### Metal 1, run 1

The bar under the picture is 20 microns long.
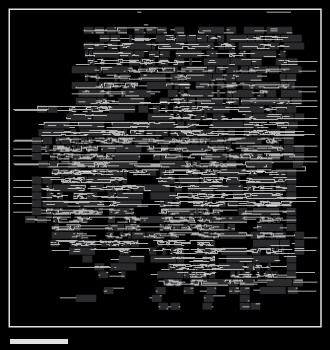
### Met2 routing, run 1

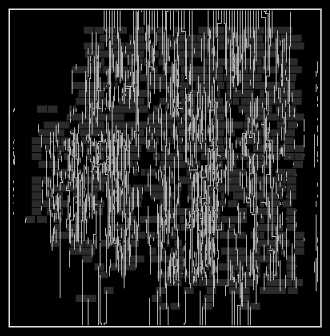
### The metal 3 layer, run 1

The bar under the picture is 20 microns long.
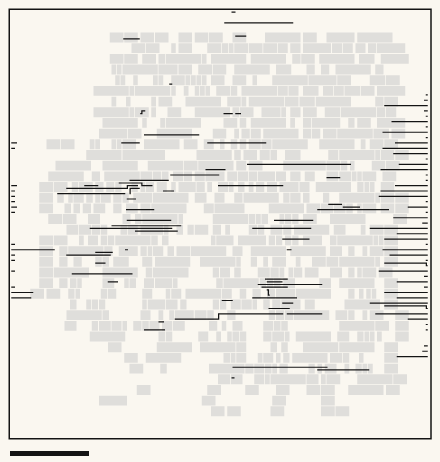
$ cat src/rtl/vram_arbiter_pkg.sv
// Shared constants for the video RAM arbiter: default widths, fill FSM
// encoding and the requester IDs carried down the read-return pipeline.
package vram_pkg;

  localparam int VRAM_AW = 15;
  localparam int VRAM_DW = 8;
  localparam int VRAM_LW = 15;

  localparam logic [1:0] FILL_IDLE = 2'd0;
  localparam logic [1:0] FILL_RUN  = 2'd1;
  localparam logic [1:0] FILL_DONE = 2'd2;

  typedef logic [1:0] req_id_t;

  localparam req_id_t REQ_NONE = 2'd0;
  localparam req_id_t REQ_VID  = 2'd1;
  localparam req_id_t REQ_CPU  = 2'd2;
  localparam req_id_t REQ_FILL = 2'd3;

endpackage

$ cat src/rtl/vram_arbiter_if.sv
// Requester-side and RAM-side signal bundle of the video RAM arbiter.
// slave = arbiter view, master = requesters plus RAM model view.
interface vram_arbiter_if
  import vram_pkg::*;
#(
  parameter int AW = VRAM_AW,
  parameter int DW = VRAM_DW,
  parameter int LW = VRAM_LW
);

  logic          vid_req;
  logic [AW-1:0] vid_addr;
  logic          vid_rvalid;
  logic [DW-1:0] vid_rdata;

  logic          cpu_req;
  logic          cpu_we;
  logic [AW-1:0] cpu_addr;
  logic [DW-1:0] cpu_wdata;
  logic          cpu_ack;
  logic [DW-1:0] cpu_rdata;

  logic          fill_start;
  logic          fill_abort;
  logic [AW-1:0] fill_base;
  logic [LW-1:0] fill_len;
  logic [DW-1:0] fill_data;
  logic          fill_busy;
  logic          fill_done;

  logic [AW-1:0] mem_addr;
  logic          mem_we;
  logic [DW-1:0] mem_din;
  logic [DW-1:0] mem_dout;

  modport slave (
    input  vid_req, vid_addr,
    input  cpu_req, cpu_we, cpu_addr, cpu_wdata,
    input  fill_start, fill_abort, fill_base, fill_len, fill_data,
    input  mem_dout,
    output vid_rvalid, vid_rdata,
    output cpu_ack, cpu_rdata,
    output fill_busy, fill_done,
    output mem_addr, mem_we, mem_din
  );

  modport master (
    output vid_req, vid_addr,
    output cpu_req, cpu_we, cpu_addr, cpu_wdata,
    output fill_start, fill_abort, fill_base, fill_len, fill_data,
    output mem_dout,
    input  vid_rvalid, vid_rdata,
    input  cpu_ack, cpu_rdata,
    input  fill_busy, fill_done,
    input  mem_addr, mem_we, mem_din
  );

endinterface

$ cat src/rtl/vram_fill_engine.sv
// Block-fill engine: walks an address range writing one constant byte,
// requesting the RAM every cycle while running.
module vram_fill_engine
  import vram_pkg::*;
#(
  parameter int AW = VRAM_AW,
  parameter int DW = VRAM_DW,
  parameter int LW = VRAM_LW
) (
  input  logic          clk,
  input  logic          reset,
  input  logic          i_start,
  input  logic          i_abort,
  input  logic [AW-1:0] i_base,
  input  logic [LW-1:0] i_len,
  input  logic [DW-1:0] i_data,
  input  logic          i_gnt,
  output logic          o_req,
  output logic [AW-1:0] o_addr,
  output logic [DW-1:0] o_data,
  output logic          o_busy,
  output logic          o_done
);

  logic [1:0]    r_state;
  logic [AW-1:0] r_addr;
  logic [LW-1:0] r_cnt;
  logic [DW-1:0] r_data;

  always_ff @(posedge clk or negedge reset) begin
    if (!reset) begin
      r_state <= FILL_IDLE;
      r_addr  <= '0;
      r_cnt   <= '0;
      r_data  <= '0;
    end else begin
      case (r_state)
        FILL_IDLE: begin
          if (i_start) begin
            r_addr  <= i_base;
            r_cnt   <= i_len;
            r_data  <= i_data;
            r_state <= (i_len == '0) ? FILL_DONE : FILL_RUN;
          end
        end
        FILL_RUN: begin
          if (i_gnt) begin
            r_addr <= r_addr + AW'(1);
            r_cnt  <= r_cnt - LW'(1);
          end
          // A write granted alongside the abort is already committed by the arbiter.
          if (i_abort || (i_gnt && r_cnt == LW'(1)))
            r_state <= FILL_DONE;
        end
        FILL_DONE: r_state <= FILL_IDLE;
        default:   r_state <= FILL_IDLE;
      endcase
    end
  end

  assign o_req  = (r_state == FILL_RUN);
  assign o_busy = (r_state == FILL_RUN);
  assign o_done = (r_state == FILL_DONE);
  assign o_addr = r_addr;
  assign o_data = r_data;

endmodule

$ cat src/rtl/vram_arbiter.sv
// Single-port video RAM arbiter: video fetch has absolute priority, CPU and
// fill engine share the remaining cycles round-robin; reads return at t+2.
module vram_arbiter
  import vram_pkg::*;
#(
  parameter int AW = VRAM_AW,
  parameter int DW = VRAM_DW,
  parameter int LW = VRAM_LW
) (
  input  logic           clk,
  input  logic           reset,
  vram_arbiter_if.slave  bus
);

  logic          w_fill_req;
  logic          w_fill_gnt;
  logic [AW-1:0] w_fill_addr;
  logic [DW-1:0] w_fill_data;
  logic          w_cpu_elig;
  req_id_t       w_gnt;

  logic          r_rr_fill;
  logic          r_cpu_inflight;
  logic          r_cpu_we;
  req_id_t       r_id_p1;
  req_id_t       r_id_p2;
  logic [AW-1:0] r_mem_addr;
  logic          r_mem_we;
  logic [DW-1:0] r_mem_din;
  logic [DW-1:0] r_cpu_rdata;

  vram_fill_engine #(.AW(AW), .DW(DW), .LW(LW)) u_fill (
    .clk     (clk),
    .reset   (reset),
    .i_start (bus.fill_start),
    .i_abort (bus.fill_abort),
    .i_base  (bus.fill_base),
    .i_len   (bus.fill_len),
    .i_data  (bus.fill_data),
    .i_gnt   (w_fill_gnt),
    .o_req   (w_fill_req),
    .o_addr  (w_fill_addr),
    .o_data  (w_fill_data),
    .o_busy  (bus.fill_busy),
    .o_done  (bus.fill_done)
  );

  assign w_cpu_elig = bus.cpu_req & ~r_cpu_inflight;

  always_comb begin
    w_gnt = REQ_NONE;
    if (bus.vid_req)
      w_gnt = REQ_VID;
    else if (w_cpu_elig && w_fill_req)
      w_gnt = r_rr_fill ? REQ_FILL : REQ_CPU;
    else if (w_cpu_elig)
      w_gnt = REQ_CPU;
    else if (w_fill_req)
      w_gnt = REQ_FILL;
  end

  assign w_fill_gnt = (w_gnt == REQ_FILL);

  // Stage 1: winner onto the RAM pins; stage 2: requester ID meets mem_dout.
  always_ff @(posedge clk or negedge reset) begin
    if (!reset) begin
      r_rr_fill      <= 1'b0;
      r_cpu_inflight <= 1'b0;
      r_cpu_we       <= 1'b0;
      r_id_p1        <= REQ_NONE;
      r_id_p2        <= REQ_NONE;
      r_mem_addr     <= '0;
      r_mem_we       <= 1'b0;
      r_mem_din      <= '0;
      r_cpu_rdata    <= '0;
    end else begin
      r_id_p1  <= w_gnt;
      r_id_p2  <= r_id_p1;
      r_mem_we <= 1'b0;
      case (w_gnt)
        REQ_VID: r_mem_addr <= bus.vid_addr;
        REQ_CPU: begin
          r_mem_addr <= bus.cpu_addr;
          r_mem_we   <= bus.cpu_we;
          r_mem_din  <= bus.cpu_wdata;
          r_rr_fill  <= 1'b1;
        end
        REQ_FILL: begin
          r_mem_addr <= w_fill_addr;
          r_mem_we   <= 1'b1;
          r_mem_din  <= w_fill_data;
          r_rr_fill  <= 1'b0;
        end
        default: ;
      endcase
      if (w_gnt == REQ_CPU) begin
        r_cpu_inflight <= 1'b1;
        r_cpu_we       <= bus.cpu_we;
      end else if (r_id_p2 == REQ_CPU) begin
        r_cpu_inflight <= 1'b0;
      end
      if (r_id_p2 == REQ_CPU && !r_cpu_we)
        r_cpu_rdata <= bus.mem_dout;
    end
  end

  assign bus.mem_addr   = r_mem_addr;
  assign bus.mem_we     = r_mem_we;
  assign bus.mem_din    = r_mem_din;
  assign bus.vid_rvalid = (r_id_p2 == REQ_VID);
  assign bus.vid_rdata  = bus.vid_rvalid ? bus.mem_dout : '0;
  assign bus.cpu_ack    = (r_id_p2 == REQ_CPU);
  assign bus.cpu_rdata  = (bus.cpu_ack && !r_cpu_we) ? bus.mem_dout : r_cpu_rdata;

endmodule

$ cat src/flat_wrapper.sv
// flat-port wrapper written by rule: the top's interface ports become plain ports
module vram_arbiter_flat import vram_pkg::*;
#(
  parameter int AW = VRAM_AW,
  parameter int DW = VRAM_DW,
  parameter int LW = VRAM_LW
)
  (clk, reset, bus_vid_req, bus_vid_addr, bus_cpu_req, bus_cpu_we, bus_cpu_addr, bus_cpu_wdata, bus_fill_start, bus_fill_abort, bus_fill_base, bus_fill_len, bus_fill_data, bus_mem_dout, bus_vid_rvalid, bus_vid_rdata, bus_cpu_ack, bus_cpu_rdata, bus_fill_busy, bus_fill_done, bus_mem_addr, bus_mem_we, bus_mem_din);
  vram_arbiter_if #(.AW(AW), .DW(DW), .LW(LW)) bus_i ();
  input  logic clk;
  input  logic reset;
  input wire logic [$bits(bus_i.vid_req)-1:0] bus_vid_req;
  input wire logic [$bits(bus_i.vid_addr)-1:0] bus_vid_addr;
  input wire logic [$bits(bus_i.cpu_req)-1:0] bus_cpu_req;
  input wire logic [$bits(bus_i.cpu_we)-1:0] bus_cpu_we;
  input wire logic [$bits(bus_i.cpu_addr)-1:0] bus_cpu_addr;
  input wire logic [$bits(bus_i.cpu_wdata)-1:0] bus_cpu_wdata;
  input wire logic [$bits(bus_i.fill_start)-1:0] bus_fill_start;
  input wire logic [$bits(bus_i.fill_abort)-1:0] bus_fill_abort;
  input wire logic [$bits(bus_i.fill_base)-1:0] bus_fill_base;
  input wire logic [$bits(bus_i.fill_len)-1:0] bus_fill_len;
  input wire logic [$bits(bus_i.fill_data)-1:0] bus_fill_data;
  input wire logic [$bits(bus_i.mem_dout)-1:0] bus_mem_dout;
  output wire logic [$bits(bus_i.vid_rvalid)-1:0] bus_vid_rvalid;
  output wire logic [$bits(bus_i.vid_rdata)-1:0] bus_vid_rdata;
  output wire logic [$bits(bus_i.cpu_ack)-1:0] bus_cpu_ack;
  output wire logic [$bits(bus_i.cpu_rdata)-1:0] bus_cpu_rdata;
  output wire logic [$bits(bus_i.fill_busy)-1:0] bus_fill_busy;
  output wire logic [$bits(bus_i.fill_done)-1:0] bus_fill_done;
  output wire logic [$bits(bus_i.mem_addr)-1:0] bus_mem_addr;
  output wire logic [$bits(bus_i.mem_we)-1:0] bus_mem_we;
  output wire logic [$bits(bus_i.mem_din)-1:0] bus_mem_din;
  assign bus_i.vid_req = bus_vid_req;
  assign bus_i.vid_addr = bus_vid_addr;
  assign bus_i.cpu_req = bus_cpu_req;
  assign bus_i.cpu_we = bus_cpu_we;
  assign bus_i.cpu_addr = bus_cpu_addr;
  assign bus_i.cpu_wdata = bus_cpu_wdata;
  assign bus_i.fill_start = bus_fill_start;
  assign bus_i.fill_abort = bus_fill_abort;
  assign bus_i.fill_base = bus_fill_base;
  assign bus_i.fill_len = bus_fill_len;
  assign bus_i.fill_data = bus_fill_data;
  assign bus_i.mem_dout = bus_mem_dout;
  assign bus_vid_rvalid = bus_i.vid_rvalid;
  assign bus_vid_rdata = bus_i.vid_rdata;
  assign bus_cpu_ack = bus_i.cpu_ack;
  assign bus_cpu_rdata = bus_i.cpu_rdata;
  assign bus_fill_busy = bus_i.fill_busy;
  assign bus_fill_done = bus_i.fill_done;
  assign bus_mem_addr = bus_i.mem_addr;
  assign bus_mem_we = bus_i.mem_we;
  assign bus_mem_din = bus_i.mem_din;
  vram_arbiter #(.AW(AW), .DW(DW), .LW(LW)) u_core (.clk(clk), .reset(reset), .bus(bus_i));
endmodule
$ cat config.mk
export PLATFORM = sky130hd
export DESIGN_NAME = vram_arbiter_flat
export DESIGN_NICKNAME = d
export VERILOG_FILES = /design/src/rtl/vram_arbiter_pkg.sv /design/src/rtl/vram_arbiter_if.sv /design/src/rtl/vram_fill_engine.sv /design/src/rtl/vram_arbiter.sv /design/src/flat_wrapper.sv
export SDC_FILE = /design/constraint.sdc
export NUM_CORES = 1
export LEC_CHECK = 0
export CORE_AREA = 5 5 102 104
export CTS_CLUSTER_SIZE = 16
export DETAILED_ROUTE_END_ITERATION = 16
export DIE_AREA = 0 0 107 109
export PLACE_DENSITY = 0.77
export SKIP_CTS_REPAIR_TIMING = 1
export SYNTH_ARGS = -nofsm -noshare
export SYNTH_HDL_FRONTEND = slang
export SYNTH_SLANG_ARGS = --single-unit
$ cat constraint.sdc
create_clock -name clk -period 2.4 [get_ports clk]
set_input_delay 0.48 -clock clk [delete_from_list [all_inputs] [get_ports clk]]
set_output_delay 0.48 -clock clk [all_outputs]
set_load 0.05 [all_outputs]
==> run summary, run 1 <==
Summary of the current implementation state.

- The routed design shows a wire length per standard cell of 17.2 microns.
- The power drawn by the combinational cells is 3.63 mW, for reference.
- The critical path ends at bus_cpu_ack.
- The cell type with the highest aggregate area in the netlist is dfrtp_1, for reference.
- The power report lists the clock group at 1.12 mW.
- The type recorded for the worst min-delay path is input port to asynchronous set/reset pin.
- Each instance of the synthesized netlist takes up on average 9.18 sq um.
- Logic depth along the worst register-to-register path is recorded as 6.
- The HPWL reported at the end of detailed placement is 9.05 mm, for reference.
- The number of antenna violations at the first check in global routing is 0, for reference.
- The register share after synthesis is 48.3%, for reference.
- The global route stage reports its total congestion overflow as 0.
- The total area inside the core boundary comes to 9460 sq um.
- In the post-route analysis, the smallest setup slack over all paths is 0.140 ns.
- The kind of cell with the highest combined delay along the critical path is buffers and inverters.
- The initial standard-cell utilization of the core is 43.3%, for reference.
- The count of non-CTS buffers in the layout is 158, for reference.
- The height of the chip is 109 microns, for reference.
- The highest layer touched by signal routing is met4.
- The synthesized netlist net count is 540, for reference.
- The DRC violation total left in the routed layout is recorded as 0.
- The fraction of cell area in sequential cells is reported as 33.3%.
- The most common flop cell mapped by yosys is dfrtp_1, for reference.
- The summed instance area of the synthesized netlist is 4100 sq um, for reference.
- The number of ordinary inverters in the final layout is 12, for reference.
- The sequential fraction of design power is 34.1%, for reference.
- Overall routing resource usage recorded by global route was 20.7%.
- The count of mapped cells out of synthesis is 446, for reference.
- The script computed a power per unit cell area of 1210 nW/um^2.
- Per STA, the startpoint of the critical path is u_core.r_id_p2[0].
- The count of H-tree levels built during CTS is 3, for reference.
- Cell internal power was estimated by the tool at 3.94 mW.
- The highest achievable clock rate is 0.443 GHz, for reference.
- The number of OpenROAD warnings is 27, for reference.
- The chip area is 11700 sq um, for reference.
- STA puts the critical path data arrival time at 1.78 ns.
- The most instantiated library cell after synthesis is dfrtp_1, for reference.
- The post-synthesis to final-layout area growth is 44.9%, for reference.
- The combinational gate count is 322, for reference.
- The detailed-route wire length on metal 1 is 5.01 mm, for reference.
- The maximum fanout encountered on the critical timing path is 3, for reference.
- The data-path buffer share of cell area in the final layout is 27.1%, for reference.
- Counting tap cells, the placed design contains a total of 685 instances.
- The finished design was reported to have a net count of 676.
- The standby leakage power is 2.47 nW, for reference.
- Power attributed to sequential cells is 2.45 mW.
- The number of hold-slack violations in the final timing report is 0, for reference.
- The number of primary I/O pins is 135, for reference.
- According to the Yosys statistics, the synthesized design has a chip area of 4100 sq um.
- Endpoints with negative setup slack in the final report add up to 0.
- For reference, the placement row count at floorplan is 36.
- The critical path launch point type is a register, for reference.
- Looking at the worst setup and hold paths, the clock pins of their registers show a slew of 0.08 ns.
- Counting every sink on the clock net gives 79.
- The synthesized netlist was found by Yosys to have 446 cells.
- Post-route period utilization is reported as 94.1%.
- The critical path endpoint has a required time of 1.92 ns.
- The number of well-tap cells placed is 114, for reference.
- In this run the register-to-register setup slack is 0.22 ns.
- The commonest cells after synthesis are dfrtp_1, nand2_1, a21oi_1, nor2_1, o21ai_0.
- The group drawing the most power is combinational cells, for reference.
- Per the timing report, the most critical flop-to-flop path originates at u_core.u_fill.r_state[1].
- The run finished with clean final reports.
About 'Metal 1':
wire length on this layer: 5010 microns
nets with wire on the layer: 606
main direction: horizontal
longest straight run: 35.9 microns
total number of vias: 4044
Total Wirelength: 12.1 mm
met1 routing resource usage after global routing: 27.5%

About 'Met2 routing':
nets with wire on the layer: 587
wire length on this layer: 6020 microns
longest straight run: 38.8 microns
main direction: vertical
met2 capacity usage during global routing: 34.4%

About 'The metal 3 layer':
wire length on this layer: 803 microns
nets with wire on the layer: 103
main direction: horizontal
share of all routed wire: 6.7%
met3 usage: 3.43%

[run 1: flip-flops by register name, summed over array words and instances, names as in the netlist]
register and flops:
u_core.bus.mem_addr 15, u_core.u_fill.o_addr 15, u_core.u_fill.r_cnt 15, u_core.bus.mem_din 8, u_core.r_cpu_rdata 8, u_core.u_fill.o_data 8, u_core.r_id_p1 2, u_core.r_id_p2 2
u_core.u_fill.r_state 2, u_core.bus.mem_we 1, u_core.r_cpu_inflight 1, u_core.r_cpu_we 1, u_core.r_rr_fill 1
[run 1: placed cells by master, fill, tap and decap left out, types with 3 or more instances in the layout]
cell type / count
o31ai_1: 3
a221oi_1: 14
nand4_1: 7
o21ai_0: 26
o2bb2ai_1: 3
mux2i_1: 5
nor3b_1: 3
ha_1: 3
clkbuf_8: 10
nand2_1: 60
nor3_1: 12
buf_12: 11
o22ai_1: 7
or2_2: 3
a211oi_1: 5
o21a_1: 3
nor4_1: 7
dfrtp_1: 79
a31oi_1: 5
a222oi_1: 4
or3b_2: 3
buf_4: 32
a21o_1: 5
a21oi_1: 48
o41ai_1: 3
nand2b_1: 3
o211ai_1: 4
nor2b_1: 4
mux2_2: 9
inv_1: 12
and2_1: 8
clkdlybuf4s50_1: 115
nand3_1: 6
nor2_1: 32
[run 1: cells by family (layout without fill, tap and decap cells)]
| kind of cell | Yosys count | count (layout) | synth area share [%] |
|---|---|---|---|
| compound gates | 145 | 145 | 23.2 |
| simple gates | 160 | 160 | 19.1 |
| fa+ha+maj | 3 | 3 | 0.916 |
| mux | 14 | 14 | 3.70 |
| flops | 79 | 79 | 48.3 |
| buf+inv | 45 | 186 | 4.89 |
### Sequential cells grouped by signal name, run 1

Other sequential cells in the stronger grey, the rest of the logic in the fainter grey.
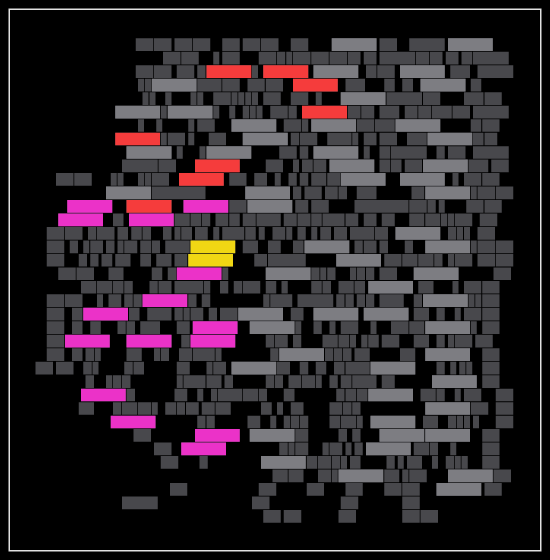

==> run 2: changes to the inputs <==
Settings changed: CAP_MARGIN set to 20, CORE_AREA 5 5 102 104 to 5 5 105 107, DIE_AREA 0 0 107 109 to 0 0 110 112, PLACE_DENSITY 0.77 to 0.76.
Clock period 2.4 ns to 1.9 ns, I/O delays scaled along.
### Sequential cells grouped by signal name, run 2

Other sequential cells in the stronger grey, the rest of the logic in the fainter grey.
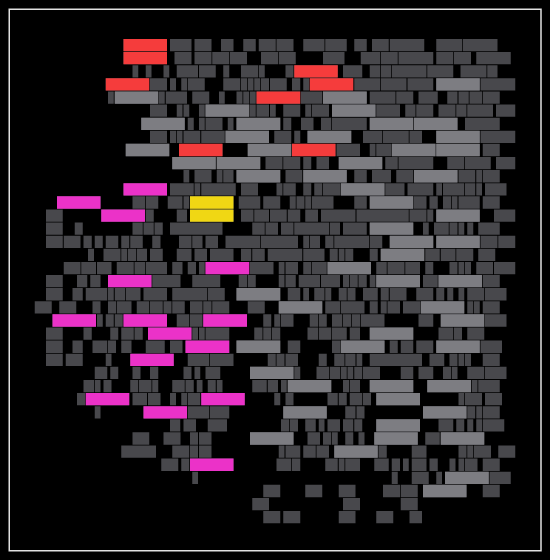
[yellow] u_core.u_fill.r_state | flops: 2
[red] u_core.bus.mem_din | flops: 8
[magenta] u_core.u_fill.r_cnt | flops: 15
post-route core utilization: 63.7%
sequential logic power: 3.10 mW
fraction of area in registers: 30.9%

### Metal 1, run 2

The bar under the picture is 20 microns long.
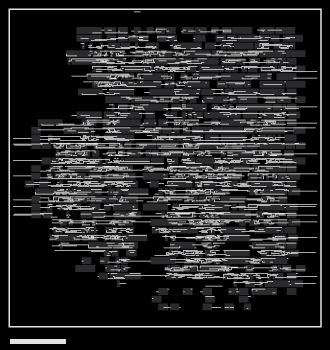
wire length on this layer: 5240 microns
nets with wire on the layer: 619
main direction: horizontal
longest straight run: 34.0 microns
met1 routing resource usage after global routing: 25.9%
total number of vias: 4138
Total Wirelength: 12.8 mm

### Met2 routing, run 2

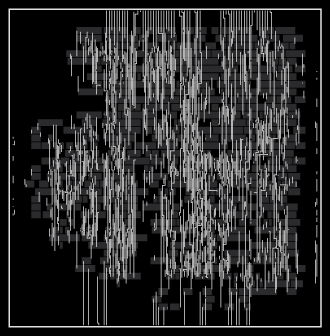
wire length on this layer: 6480 microns
main direction: vertical
nets with wire on the layer: 603
longest straight run: 41.6 microns
share of all routed wire: 50%
met2 capacity usage during global routing: 33.3%

==> run summary, run 2 <==
Summary of the current implementation state.

- The flow ran to the end, but the final reports show violations.
- The checks that failed: negative setup slack.
- The detail route stage leaves a number of antenna-violating nets equal to 0.
- The final routed wire length divided by cell count is 17.3 microns (+0.52%), for reference.
- RePlAce ended its routability-driven mode at a weighted congestion of 0.872.
- The HPWL reported at the end of detailed placement came to 9.28 mm (+2.5%).
- Setup repair after global routing could not meet its margin everywhere.
- The critical path launch point type is a register, for reference.
- The register share after synthesis was 48.3% (unchanged).
- In the layout the commonest cells are clkdlybuf4s50_1, dfrtp_1, nand2_1.
- The maximum fanout encountered on the critical timing path was 8 (+5).
- The power per cell area came to 1530 nW/um^2 (+26%).
- The number of DRC markers in iteration 0 is 306, for reference.
- The number of nets at the end of the flow came to 694 (+2.7%).
- Per the synthesis report, the number of distinct cell types is 52.
- The number of cells on the worst hold path is 0, for reference.
- According to the timing report, the critical path is launched from u_core.r_id_p2[0].
- For the final database, setup skew stands at 0.0148 ns.
- Per the hold report, the tightest min-delay path originates at u_core.r_id_p1[0].
- The share of the cycle needed by the critical path after routing is 105%, for reference.
- Per the power-grid run, VDD falls by no more than 0.664 mV.
- The cell type with the highest aggregate area in the netlist is dfrtp_1, for reference.
- Yosys mapped a number of flops with a built-in enable equal to 0.
- The post-layout worst setup margin is -0.0896 ns (-0.230 ns).
- Registers take 1980 sq um.
- The number of max-slew violations in the final report is 0, for reference.
- The endpoint identified for the worst register-to-register timing path is u_core.u_fill.r_cnt[13].
- Entering global routing, the biggest net connects 45 pins.
- Per the TritonCTS log, the buffer count is 9.
- The number of global-route vias before repair is 4014.
- The most common cell after layout, fill and taps aside is clkdlybuf4s50_1, for reference.
- Before antenna repair, the detailed router went through 5 iterations.
- The standby leakage power came to 2.87 nW (+16%).
- The area of the core came to 10000 sq um (+6.2%).
- No sink is reached through more buffers than the 2 on the longest clock path.
- The total global routing track utilization is 19.8% (-0.81 points).
- The setup slack of the worst register-to-register path is 0.08 ns (-0.14 ns), for reference.
- The number of max-cap violations is 0, for reference.
- Synthesis inferred 79 register bits.
- The clock sink total is 79 (unchanged), for reference.
- Timing would allow up to 0.503 GHz.
- The post-placement setup slack is -0.292 ns, for reference.
- The synthesized chip area reported by yosys is 4100 sq um (unchanged), for reference.
- The ratio of cells with drive above 1 in the final layout is 19.2%, for reference.
- The clock transition at the registers of the reported paths came to 0.08 ns (about the same).
- Ranked by total cell area, the synthesized netlist is headed by dfrtp_1, a21oi_1, nand2_1, o21ai_0, a221oi_1.
- The chip area is 12300 sq um (+5.6%), for reference.
- The initial standard-cell utilization of the core is 40.8% (-2.5 points), for reference.
- The floorplan row count is 37 (+2.8%), for reference.
- The count of endpoints failing setup in the final report is 8 (+8), for reference.
- Final hold analysis gives a worst-case slack of 0.360 ns.
- The count of H-tree levels built during CTS is 3 (unchanged).
- The number of antenna violations at the first check in global routing was 0 (unchanged).
- The die outline width is 110 microns, for reference.
- The yosys stat cell total is 446 (unchanged), for reference.
- The synthesized netlist net count is 540 (unchanged), for reference.
- The warning tally printed by Yosys for this design is 0.
- The most common cell in the synthesized netlist is dfrtp_1.
- The arrival time of the worst setup path came to 1.61 ns (-0.17 ns).
- Checking max transition, the worst relative margin is 64.5%.
- The post-synthesis to final-layout area growth is 56.1%, for reference.
- The number of hold-slack violations in the final timing report is 0 (unchanged), for reference.
- The most common flop cell mapped by yosys is dfrtp_1, for reference.
- Input and output buffers added on the ports amount to 134.
- The capture point of the worst path is bus_cpu_rdata[1], for reference.
- The number of OpenROAD warnings is 28 (+3.7%).
- For the worst reg-to-reg path, the startpoint reported by OpenROAD is u_core.u_fill.r_cnt[5].
- The height of the chip is 112 microns (+2.8%), for reference.
- The mean post-synth cell area is 9.18 sq um (unchanged).
- The overflow left after global routing was 0 (unchanged).
- The worst hold path belongs to the class register to register.
- The first global-routing pass estimated 19.7 mm of wire.
- The post-layout minimum cycle time is 1.99 ns, for reference.
- The count of mapped cells out of synthesis is 446 (unchanged).
- The via-per-instance ratio is 5.58, for reference.
- The number of primary I/O pins is 135 (unchanged), for reference.
- The post-route DRC violation count is 0 (unchanged), for reference.
- Counting instances in the post-synthesis netlist gives the leading cell types as dfrtp_1, nand2_1, a21oi_1, nor2_1, o21ai_0.
- The worst hold endpoint is u_core.r_id_p2[0], for reference.
- The logic depth of the worst register-to-register path came to 4 (-2).
- Looking at the max-slew report, the worst-margin pin has a slew of 0.531 ns.
- The summed instance area of the synthesized netlist is 4100 sq um (unchanged), for reference.
- The required time at the worst-slack endpoint came to 1.52 ns (-0.40 ns).
[run 2: worst max-delay path: stages, from the launching register on]
cell and delay [ns]:
dfrtp_1 0.38, nand2b_4 0.16, nor2_4 0.09, buf_8 0.15, mux2_4 0.33, buf_8 0.16
[run 2: layer usage]
layer	global-route usage (%)	part of all wire [%]	up-vias	wire length [microns]
li1	-	-	1951	-
met3	3.77	6.9	18	885
met2	33.3	50	179	6480
met5	0	0	-	0
met1	25.9	41	1990	5240
met4	5.57	1.7	0	220
[run 2: layout make-up]
type | count | area share [%]
repair buffers | 176 | 30.0
flip-flops and latches | 79 | 30.9
clock inverters | 5 | 1.66
inverters | 12 | 0.743
multi-input cells | 322 | 32.0
well taps | 136 | 2.66
clock buffers | 11 | 2.05
[run 2: kinds of logic (layout without fill, tap and decap cells)]
kind of cell	after synthesis	count (layout)	synth area share (%)
AND-OR/OR-AND	145	145	23.2
adder cells (fa/ha/maj)	3	3	0.916
buffers and inverters	45	204	4.89
AND/OR/NAND/NOR	160	160	19.1
multiplexers	14	14	3.70
flip-flops	79	79	48.3
[run 2: power breakdown]
group          internal [mW]  switching [mW]  total (mW)
logic                   2.17            3.01        5.18
clock network          0.877           0.620        1.50
registers               2.41           0.686        3.10
total                   5.46            4.32        9.78
[run 2: through the flow]
step / util (%) / cell area (sq um) / setup TNS [ns] / std cells / total power, mW
2_1_floorplan: - / 4100 / 0 / 446 / 6.03
3_3_place_gp: 58.5 / 5880 / -7.53 / 719 / 7.74
3_5_place_dp: 58.5 / 5880 / -10.73 / 719 / 7.91
4_1_cts: 60.9 / 6120 / -4.57 / 735 / 9.41
5_1_grt: 63.7 / 6390 / -1.90 / 741 / 10.3
6_report: 63.7 / 6390 / -0.600 / 741 / 9.78
### Placement view, run 2

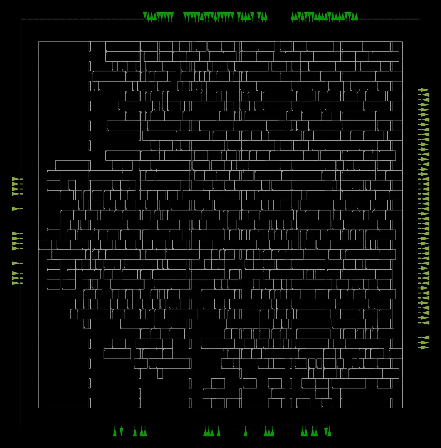

==> run 3: changes to the inputs <==
Settings changed: CORE_AREA 5 5 105 107 to 2 2 102 104, CTS_CLUSTER_DIAMETER set to 40, DIE_AREA 0 0 110 112 to 0 0 104 106.
### Placement view, run 3

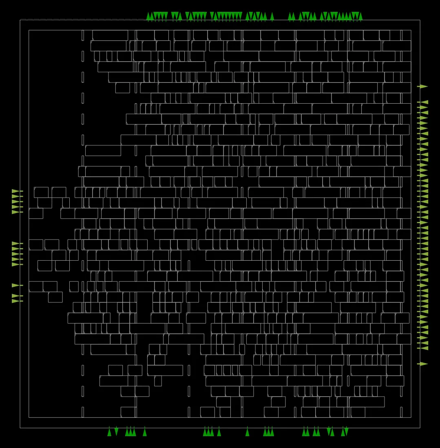
post-route core utilization: 64.1%
n_taps: 136

### Metal 1, run 3

The bar under the picture is 20 microns long.
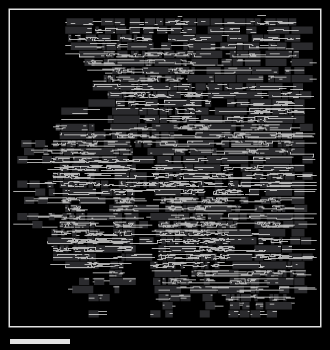
wire length on this layer: 5290 microns
share of all routed wire: 41%
total number of vias: 4221
Total Wirelength: 12.9 mm
met1 routing resource usage after global routing: 27.2%

### Met2 routing, run 3

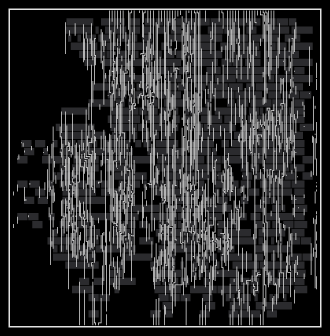
main direction: vertical
share of all routed wire: 50%
longest straight run: 44.2 microns
nets with wire on the layer: 605
met2 capacity usage during global routing: 35.8%

==> run summary, run 3 <==
Summary of the current implementation state.

- The number of unique standard cell types used by synthesis is 52 (unchanged), for reference.
- The worst-case clock buffer depth is 2 (unchanged), for reference.
- The last weighted congestion value of the routability-driven placer is 0.866 (-0.72%), for reference.
- The cell repeated most along the worst path is buf_8, for reference.
- Traced cell by cell, the critical path runs through nand2b_4 -> nor2_4 -> buf_8 -> mux2_4 -> buf_8.
- The number of antenna violations at the first check in global routing is 0 (unchanged), for reference.
- The number of input and output port buffers inserted was 134 (unchanged).
- The final cell count without fillers was 746 (+0.67%).
- The standby leakage power came to 2.87 nW (-0.15%).
- The first-pass GRT wire length is 19.2 mm (-2.6%), for reference.
- The area of the core is 10000 sq um (-0.46%).
- The count of endpoints failing setup in the final report came to 20 (+12).
- The number of OpenROAD warnings is 28 (unchanged).
- The total power after layout is 9.60 mW (-1.8%).
- The power per cell area is 1500 nW/um^2 (-2.1%), for reference.
- The maximum ir drop on the vdd rail is 0.630 mV (-5.1%), for reference.
- The cell type with the highest aggregate area in the netlist is dfrtp_1, for reference.
- The count of mapped cells out of synthesis is 446 (unchanged), for reference.
- Looking at the reg2reg group, the worst path starts from u_core.u_fill.r_cnt[5].
- The number of hold-slack violations in the final timing report came to 5 (+5).
- The iteration count of the initial detailed-routing pass is 6 (+1).
- Setup repair after global routing could not meet its margin everywhere.
- The total global routing track utilization was 21.3% (+1.5 points).
- The worst clock skew was 0.00971 ns (-0.00513 ns).
- The via-per-instance ratio is 5.66 (+1.3%), for reference.
- The register share after synthesis was 48.3% (unchanged).
- The number of primary I/O pins is 135 (unchanged), for reference.
- The chip area is 11000 sq um (-11%), for reference.
- The placed cell count is 719 (unchanged).
- The most common flop cell mapped by yosys is dfrtp_1, for reference.
- The post-route cell area is 6410 sq um (+0.22%).
- The yosys stat cell total is 446 (unchanged), for reference.
- The flow ran to the end, but the final reports show violations.
- The antenna violation net count after detailed routing was 0 (unchanged).
- The count of H-tree levels built during CTS was 3 (unchanged).
- The critical path launch point type is a register, for reference.
- The area fraction in mux cells is 3.70% (unchanged).
- The post-layout minimum cycle time is 1.99 ns (+0.000287 ns), for reference.
- The summed instance area of the synthesized netlist came to 4100 sq um (unchanged).
- The post-route DRC violation count is 0 (unchanged).
- The slew at the pin closest to its max-slew limit came to 0.543 ns (+0.0120 ns).
- The top cell family by delay on the critical path is flip-flops, for reference.
- The register bit total from synthesis came to 79 (unchanged).
- The setup slack of the worst register-to-register path is 0 ns (-0.08 ns), for reference.
- The maximum fanout encountered on the critical timing path is 8 (unchanged), for reference.
- The worst-case hold slack is -0.00272 ns (-0.363 ns), for reference.
- The number of synthesized flops with an enable pin is 0 (unchanged).
- The clock sink total was 79 (unchanged).
- The height of the chip was 106 microns (-5.4%).
- The die outline width is 104 microns (-5.5%), for reference.
- The synthesized chip area reported by yosys is 4100 sq um (unchanged), for reference.
- The buffer and inverter count on the worst path was 2 (unchanged).
- The ratio of cells with drive above 1 in the final layout is 20.5% (+1.3 points).
- The post-placement setup slack is -0.375 ns (-0.0827 ns).
- The overflow left after global routing is 0 (unchanged), for reference.
- The final setup TNS is -1.07 ns (-0.466 ns), for reference.
- The share of the cycle needed by the critical path after routing came to 105% (about the same).
- The number of max-slew violations in the final report came to 0 (unchanged).
- The synthesized netlist net count is 540 (unchanged), for reference.
- The floorplan row count is 37 (unchanged), for reference.
- The number of DRC markers in iteration 0 came to 311 (+1.6%).
- The post-layout worst setup margin is -0.0898 ns (-0.000287 ns), for reference.
- The required time at the worst-slack endpoint is 1.52 ns (about the same), for reference.
- The flow measured a signed area growth from synthesis to layout of 56.4%.
- The stage delay of the slowest cell on the critical path is 0.39 ns (about the same), for reference.
- The number of max-cap violations is 0 (unchanged).
- The XOR/XNOR share of the synthesized area is 0% (unchanged), for reference.
- The number of warnings printed during yosys synthesis is 0 (unchanged), for reference.
- By area the synthesized netlist is led by dfrtp_1, a21oi_1, nand2_1, o21ai_0, a221oi_1.
- The reg-to-reg endpoint is u_core.u_fill.r_cnt[14], for reference.
- The clock transition at the registers of the reported paths is 0.08 ns (about the same), for reference.
- The highest achievable clock rate came to 0.503 GHz (about the same).
- The final routed wire length divided by cell count is 17.3 microns (-0.22%), for reference.
- The normalized max-slew margin was 63.7% (-0.80 points).
- The cell with the biggest individual delay on the critical path is dfrtp_1, for reference.
- The final reports fail on negative hold slack, negative setup slack.
- The logic depth of the worst register-to-register path is 5 (+1), for reference.
run 3: cell type report:
cell class / instances / area [sq um]
Sequential cell: 79 / 1980
Fill cell: 808 / 3590
Clock buffer: 10 / 128
Tap cell: 136 / 170
Timing Repair Buffer: 182 / 1950
Inverter: 12 / 50.0
Clock inverter: 5 / 58.8
Multi-Input combinational cell: 322 / 2070
run 3: cell families (layout without fill, tap and decap cells):
group | after synthesis | count (layout)
AND/OR/NAND/NOR | 160 | 160
AND-OR/OR-AND | 145 | 145
flip-flops | 79 | 79
buffers and inverters | 45 | 209
multiplexers | 14 | 14
adder cells (fa/ha/maj) | 3 | 3
run 3: worst max path at each step:
| stage | from | cells past startpoint | to |
|---|---|---|---|
| after floorplan | u_core.u_fill.r_cnt[0] | 7 | u_core.u_fill.r_cnt[10] |
| after global placement | bus_cpu_req | 7 | u_core.u_fill.o_addr[14] |
| after detailed placement | bus_cpu_req | 6 | u_core.u_fill.o_addr[9] |
| after global routing | u_core.r_id_p2[0] | 4 | bus_vid_rdata[5] |
| final | u_core.r_id_p2[0] | 5 | bus_cpu_rdata[2] |
| after CTS | u_core.r_id_p2[0] | 5 | bus_cpu_rdata[2] |
run 3: per-layer routing:
metal	wire length [microns]	GRT usage, %
met3	752	4.35
met1	5290	27.2
met4	368	8.20
met2	6470	35.8
met5	0	0
run 3: power breakdown:
group	total (mW)	switching, mW	internal [mW]
registers	3.09	0.681	2.41
logic	5.28	3.05	2.23
clock network	1.22	0.619	0.603
Power figures rest on the tool's default switching activity, not on a simulated workload.
